File: src/rtl/rx_pkt_pkg.sv
// rx_pkt_pkg - shared definitions for the rx_packet_deframer slice.
//   rx_state_e : deframer FSM state encoding (3 bits)
//   rx_err_e   : error code reported on o_err_code
package rx_pkt_pkg;

    typedef enum logic [2:0] {
        SYNC = 3'd0,
        LEN  = 3'd1,
        ZERO = 3'd2,
        DATA = 3'd3,
        CSUM = 3'd4
    } rx_state_e;

    typedef enum logic [1:0] {
        ERR_NONE    = 2'd0,
        ERR_TIMEOUT = 2'd1,
        ERR_LEN     = 2'd2,
        ERR_CSUM    = 2'd3
    } rx_err_e;

    // Byte k of a packed 64-bit word, byte 0 in bits [7:0].
    function automatic logic [7:0] word_byte(input logic [63:0] w, input logic [2:0] k);
        return 8'(w >> {k, 3'b000});
    endfunction

endpackage

File: src/rtl/rx_idle_timer.sv
// rx_idle_timer - inter-byte idle counter for the deframer.
//   clk, rstn  : clock, asynchronous active-low reset
//   clear_i    : restart the idle count (a byte was accepted)
//   run_i      : count while high; held at zero while low
//   expire_o   : one-cycle pulse when the idle count reaches TIMEOUT_CYCLES
// TIMEOUT_CYCLES == 0 removes the counter and expire_o stays low.
module rx_idle_timer #(
    parameter int unsigned TIMEOUT_CYCLES = 1000000
) (
    input  logic clk,
    input  logic rstn,
    input  logic clear_i,
    input  logic run_i,
    output logic expire_o
);

    generate
        if (TIMEOUT_CYCLES == 0) begin : g_off
            logic unused_in;
            assign unused_in = clear_i ^ run_i ^ clk ^ rstn;
            assign expire_o  = 1'b0;
        end else begin : g_on
            localparam int CW = $clog2(TIMEOUT_CYCLES + 1);
            logic [CW-1:0] cnt_q;
            logic [CW-1:0] cnt_d;
            logic          hit;

            // Fires on the idle cycle whose increment would bring the count to
            // TIMEOUT_CYCLES; an accepted byte in the same cycle suppresses it.
            assign hit = run_i && !clear_i && (cnt_q == CW'(TIMEOUT_CYCLES - 1));

            always_comb begin
                cnt_d = cnt_q;
                if (clear_i || !run_i || hit) begin
                    cnt_d = '0;
                end else begin
                    cnt_d = cnt_q + 1'b1;
                end
            end

            always_ff @(posedge clk or negedge rstn) begin
                if (!rstn) begin
                    cnt_q <= '0;
                end else begin
                    cnt_q <= cnt_d;
                end
            end

            assign expire_o = hit;
        end
    endgenerate

endmodule

File: src/rtl/rx_packet_deframer.sv
// rx_packet_deframer - byte-stream packet deframer for the UART RX path.
// Frame: SYNC_LEN sync bytes, LEN_BYTES little-endian length, one zero byte,
// then `length` payload bytes (plus one checksum trailer when enabled).
//   clk, rstn       : clock, asynchronous active-low reset
//   i_en, i_data    : input byte strobe and byte
//   o_en, o_data    : forwarded payload byte (o_data is 0 when o_en is low)
//   o_last          : with o_en on the final payload byte
//   during_packet   : combinational, high while in DATA
//   o_pkt_done      : pulse, packet accepted
//   o_err           : pulse, packet aborted; o_err_code gives the reason
// Build option: define RX_PKT_CHECKSUM_EN to expect a mod-256 payload sum
// trailer byte after the payload (checked, never forwarded).
//
// state | meaning
// SYNC  | hunting for the sync word, idx = sync bytes matched so far
// LEN   | collecting length byte idx
// ZERO  | expecting the reserved zero byte, then length bounds check
// DATA  | forwarding payload, rem = bytes still to come
// CSUM  | expecting the checksum trailer (checksum build only)
module rx_packet_deframer
    import rx_pkt_pkg::*;
#(
    parameter int unsigned SYNC_LEN       = 8,
    parameter logic [63:0] SYNC_WORD      = 64'h06B730981DFC9AEB,
    parameter int unsigned LEN_BYTES      = 3,
    parameter int unsigned MAX_LEN        = 32'h00FF_FFFF,
    parameter int unsigned TIMEOUT_CYCLES = 1000000
) (
    input  logic       clk,
    input  logic       rstn,
    input  logic       i_en,
    input  logic [7:0] i_data,
    output logic       o_en,
    output logic [7:0] o_data,
    output logic       o_last,
    output logic       during_packet,
    output logic       o_pkt_done,
    output logic       o_err,
    output logic [1:0] o_err_code
);

    localparam int LW = 8 * LEN_BYTES;

    rx_state_e   state_q;
    logic [2:0]  idx_q;
    logic [LW-1:0] len_q;
    logic [LW-1:0] rem_q;
    logic        o_en_q;
    logic [7:0]  o_data_q;
    logic        o_last_q;
    logic        o_pkt_done_q;
    logic        o_err_q;
    logic [1:0]  o_err_code_q;
`ifdef RX_PKT_CHECKSUM_EN
    logic [7:0]  csum_q;
`endif

    logic [7:0]  sync_b;
    logic        sync_idle;
    logic        tmo;

    assign sync_b    = word_byte(SYNC_WORD, idx_q);
    // Idle hunting is not "inside" a packet, so the timer is held there.
    assign sync_idle = (state_q == SYNC) && (idx_q == 3'd0);

    rx_idle_timer #(
        .TIMEOUT_CYCLES(TIMEOUT_CYCLES)
    ) u_idle (
        .clk     (clk),
        .rstn    (rstn),
        .clear_i (i_en),
        .run_i   (!sync_idle),
        .expire_o(tmo)
    );

    always_ff @(posedge clk or negedge rstn) begin
        if (!rstn) begin
            state_q      <= SYNC;
            idx_q        <= '0;
            len_q        <= '0;
            rem_q        <= '0;
            o_en_q       <= 1'b0;
            o_data_q     <= '0;
            o_last_q     <= 1'b0;
            o_pkt_done_q <= 1'b0;
            o_err_q      <= 1'b0;
            o_err_code_q <= ERR_NONE;
`ifdef RX_PKT_CHECKSUM_EN
            csum_q       <= '0;
`endif
        end else begin
            o_en_q       <= 1'b0;
            o_data_q     <= '0;
            o_last_q     <= 1'b0;
            o_pkt_done_q <= 1'b0;
            o_err_q      <= 1'b0;
            o_err_code_q <= ERR_NONE;

            if (i_en) begin
                case (state_q)
                    SYNC: begin
                        if (i_data == sync_b) begin
                            if (idx_q == 3'(SYNC_LEN - 1)) begin
                                state_q <= LEN;
                                idx_q   <= '0;
                            end else begin
                                idx_q <= idx_q + 3'd1;
                            end
                        end else if (i_data == SYNC_WORD[7:0]) begin
                            // The breaking byte may itself start a new sync word.
                            idx_q <= 3'd1;
                        end else begin
                            idx_q <= '0;
                        end
                    end
                    LEN: begin
                        for (int k = 0; k < int'(LEN_BYTES); k++) begin
                            if (idx_q == 3'(k)) begin
                                len_q[8*k +: 8] <= i_data;
                            end
                        end
                        if (idx_q == 3'(LEN_BYTES - 1)) begin
                            state_q <= ZERO;
                            idx_q   <= '0;
                        end else begin
                            idx_q <= idx_q + 3'd1;
                        end
                    end
                    ZERO: begin
                        state_q <= SYNC;
                        idx_q   <= '0;
                        if (i_data != 8'd0) begin
                            // Malformed header: drop silently and re-hunt.
                        end else if ((len_q == '0) || (32'(len_q) > MAX_LEN)) begin
                            o_err_q      <= 1'b1;
                            o_err_code_q <= ERR_LEN;
                        end else begin
                            state_q <= DATA;
                            rem_q   <= len_q;
`ifdef RX_PKT_CHECKSUM_EN
                            csum_q  <= '0;
`endif
                        end
                    end
                    DATA: begin
                        o_en_q   <= 1'b1;
                        o_data_q <= i_data;
                        rem_q    <= rem_q - 1'b1;
`ifdef RX_PKT_CHECKSUM_EN
                        csum_q   <= csum_q + i_data;
`endif
                        if (rem_q == LW'(1)) begin
                            o_last_q <= 1'b1;
                            idx_q    <= '0;
`ifdef RX_PKT_CHECKSUM_EN
                            state_q  <= CSUM;
`else
                            state_q      <= SYNC;
                            o_pkt_done_q <= 1'b1;
`endif
                        end
                    end
`ifdef RX_PKT_CHECKSUM_EN
                    CSUM: begin
                        state_q <= SYNC;
                        idx_q   <= '0;
                        if (i_data == csum_q) begin
                            o_pkt_done_q <= 1'b1;
                        end else begin
                            o_err_q      <= 1'b1;
                            o_err_code_q <= ERR_CSUM;
                        end
                    end
`endif
                    default: begin
                        state_q <= SYNC;
                        idx_q   <= '0;
                    end
                endcase
            end else if (tmo) begin
                state_q      <= SYNC;
                idx_q        <= '0;
                o_err_q      <= 1'b1;
                o_err_code_q <= ERR_TIMEOUT;
            end
        end
    end

    assign o_en          = o_en_q;
    assign o_data        = o_data_q;
    assign o_last        = o_last_q;
    assign o_pkt_done    = o_pkt_done_q;
    assign o_err         = o_err_q;
    assign o_err_code    = o_err_code_q;
    assign during_packet = (state_q == DATA);

endmodule

File: config.mk
export PLATFORM = sky130hd
export DESIGN_NAME = rx_packet_deframer
export DESIGN_NICKNAME = d
export VERILOG_FILES = /design/src/rtl/rx_pkt_pkg.sv /design/src/rtl/rx_idle_timer.sv /design/src/rtl/rx_packet_deframer.sv
export SDC_FILE = /design/constraint.sdc
export NUM_CORES = 1
export LEC_CHECK = 0
export ABC_AREA = 1
export CAP_MARGIN = 20
export CORE_MARGIN = 2
export CORE_UTILIZATION = 47
export CTS_CLUSTER_DIAMETER = 40
export CTS_CLUSTER_SIZE = 8
export DETAILED_ROUTE_END_ITERATION = 16
export PLACE_DENSITY = 0.64
export SYNTH_ARGS = -nofsm -noshare
export SYNTH_HDL_FRONTEND = slang
export SYNTH_HIERARCHICAL = 1
export SYNTH_SLANG_ARGS = --single-unit
File: constraint.sdc
create_clock -name clk -period 2.7 [get_ports clk]
set_input_delay 0.54 -clock clk [delete_from_list [all_inputs] [get_ports clk]]
set_output_delay 0.54 -clock clk [all_outputs]
set_load 0.05 [all_outputs]
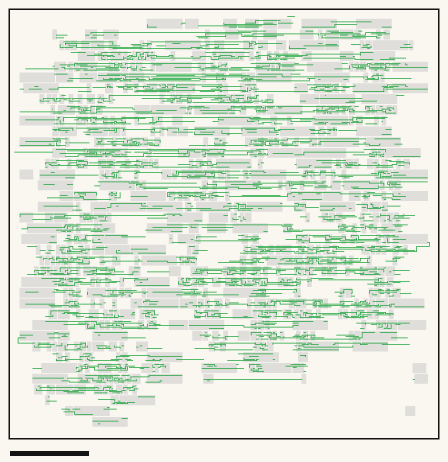
(signal wires on met1)
Scale bar: 20 microns. Cells faint in the background.
wire length on this layer	6040 microns
share of all routed wire	47%
DRT Wirelength: 12900 microns
Vias: 4543
met1 Use GR: 32.7%

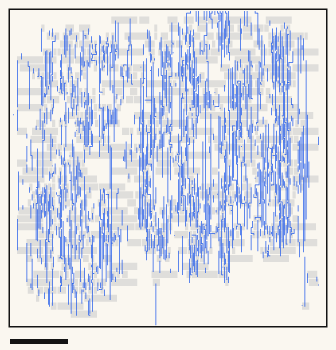
(the metal 2 layer)
Scale bar: 20 microns. Cells faint in the background.
nets with wire on the layer	591
main direction	vertical
share of all routed wire	46%
wire length on this layer	5960 microns
longest straight run	54.4 microns
M2 GR Usage: 36.5%

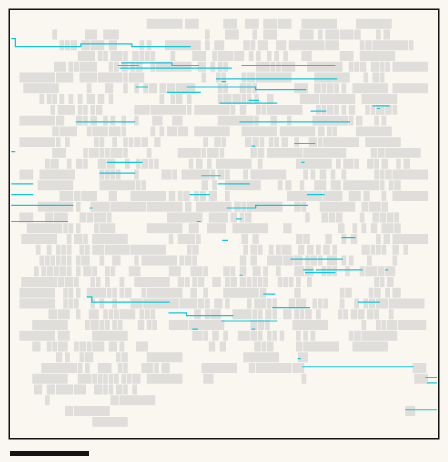
(M3 wires)
Scale bar: 20 microns. Cells faint in the background.
longest straight run	30.4 microns
main direction	horizontal
GR Util met3: 4.34%

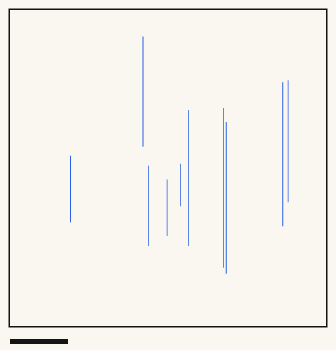
(the metal 4 layer)
Scale bar: 20 microns.
wire length on this layer	363 microns
longest straight run	54.4 microns

## routing by layer
layer	track usage, %	up-vias	wire length [microns]
met4	8.97	0	363
li1	-	2271	-
met3	4.34	20	524
met2	36.5	92	5960
met1	32.7	2160	6040
met5	0	-	0
## final timing paths
kind                                  from            end  slack [ns]  cells after the start
worst max register to register    idx_q[1]     state_q[0]        0.59                     12
worst min register to register   rem_q[23]      rem_q[23]        0.51                      2
worst max-delay path            state_q[0]  during_packet        0.42                      5
min in group clk                 rem_q[23]      rem_q[23]        0.51                      2
worst min-delay path                  rstn      rem_q[16]        0.15                      1
max in group asynchronous             rstn       len_q[3]        1.91                      2
## worst max-delay path, delay by kind of cell (launching register included)
kind | cells | cell delay [ns]
flip-flops | 1 | 0.45
buffers and inverters | 4 | 0.78
AND/OR/NAND/NOR | 1 | 0.14
==> Slide: Implementation Results <==
Flow Results at a Glance

Run status
  • Status: completed

Critical path
  • CP arrival: 1.74 ns
  • Cell mode on critical path: buf_4
  • Crit end category: primary output
  • Critical-path cell list: nand2_1, buf_4, clkinv_1, buf_4, buf_4
  • CP peak stage delay: 0.45 ns
  • Cell at the slowest stage of the critical path: dfrtp_1
  • Setup crit start kind: flop
  • Critical path class: reg -> out

Floorplan
  • Die W: about 110 microns
  • Init Core Util: 47.7%
  • Std-Cell Rows: 38

Cells and area
  • Final instance area: 5760 sq um
  • Gate Area: 2520 sq um
  • Register area: 2150 sq um
  • Non-CTS buffers: approximately 40
  • Inverters: between 80 and 90
  • Clk tree area frac: 3.54%
  • Fillers: 1041
  • Sequential share of cell area: between 30% and 40%
  • Biggest regs: len_q (24), rem_q (24), u_idle/g_on.cnt_q (20)

Logic synthesis
  • Most used DFF post-synth: dfrtp_1
  • Most frequent cell after synthesis: nand2_1
  • Synthesized Nets: 709
  • Yosys cell count: 689
  • Cell area after synthesis: 5100 sq um
  • Cells after Synth: 689
  • Post-Synth AOI/OAI Area: 11.0%
  • Synthesized flop and latch total: approximately 86
  • Largest cells by area after synthesis: dfrtp_1 (42%), nand2_1 (12%), nor2_1 (7.1%)
  • Post-synth EDFFs: 0

Power and ir drop
  • Tot Pwr: 4.35 mW
  • P_leak: 2.55 nW
  • Comb pwr share: about a third

Global routing
  • First-pass GRT wire length: 21300 microns
  • Grt total ovfl: 0
  • Initial antenna violation count: 0
  • Total track usage: 23.5%
  • Vias in the first global route: 4323

Place
  • HPWL Detailed: 9610 microns

CTS
  • Clock latency on the worst-skew pair: 0.37 ns
  • TritonCTS clock tree: yes
  • Clk pin slew, worst setup/hold paths: 0.09 ns

Run
  • Tool warnings: 31
  • Max-Cap Viols: 0

Timing
  • Hold WS: approximately 0.15 ns
  • Slew headroom: 63.5%
  • Actual transition at the worst max-transition pin: 0.547 ns
Power and IR drop assume default switching activity.
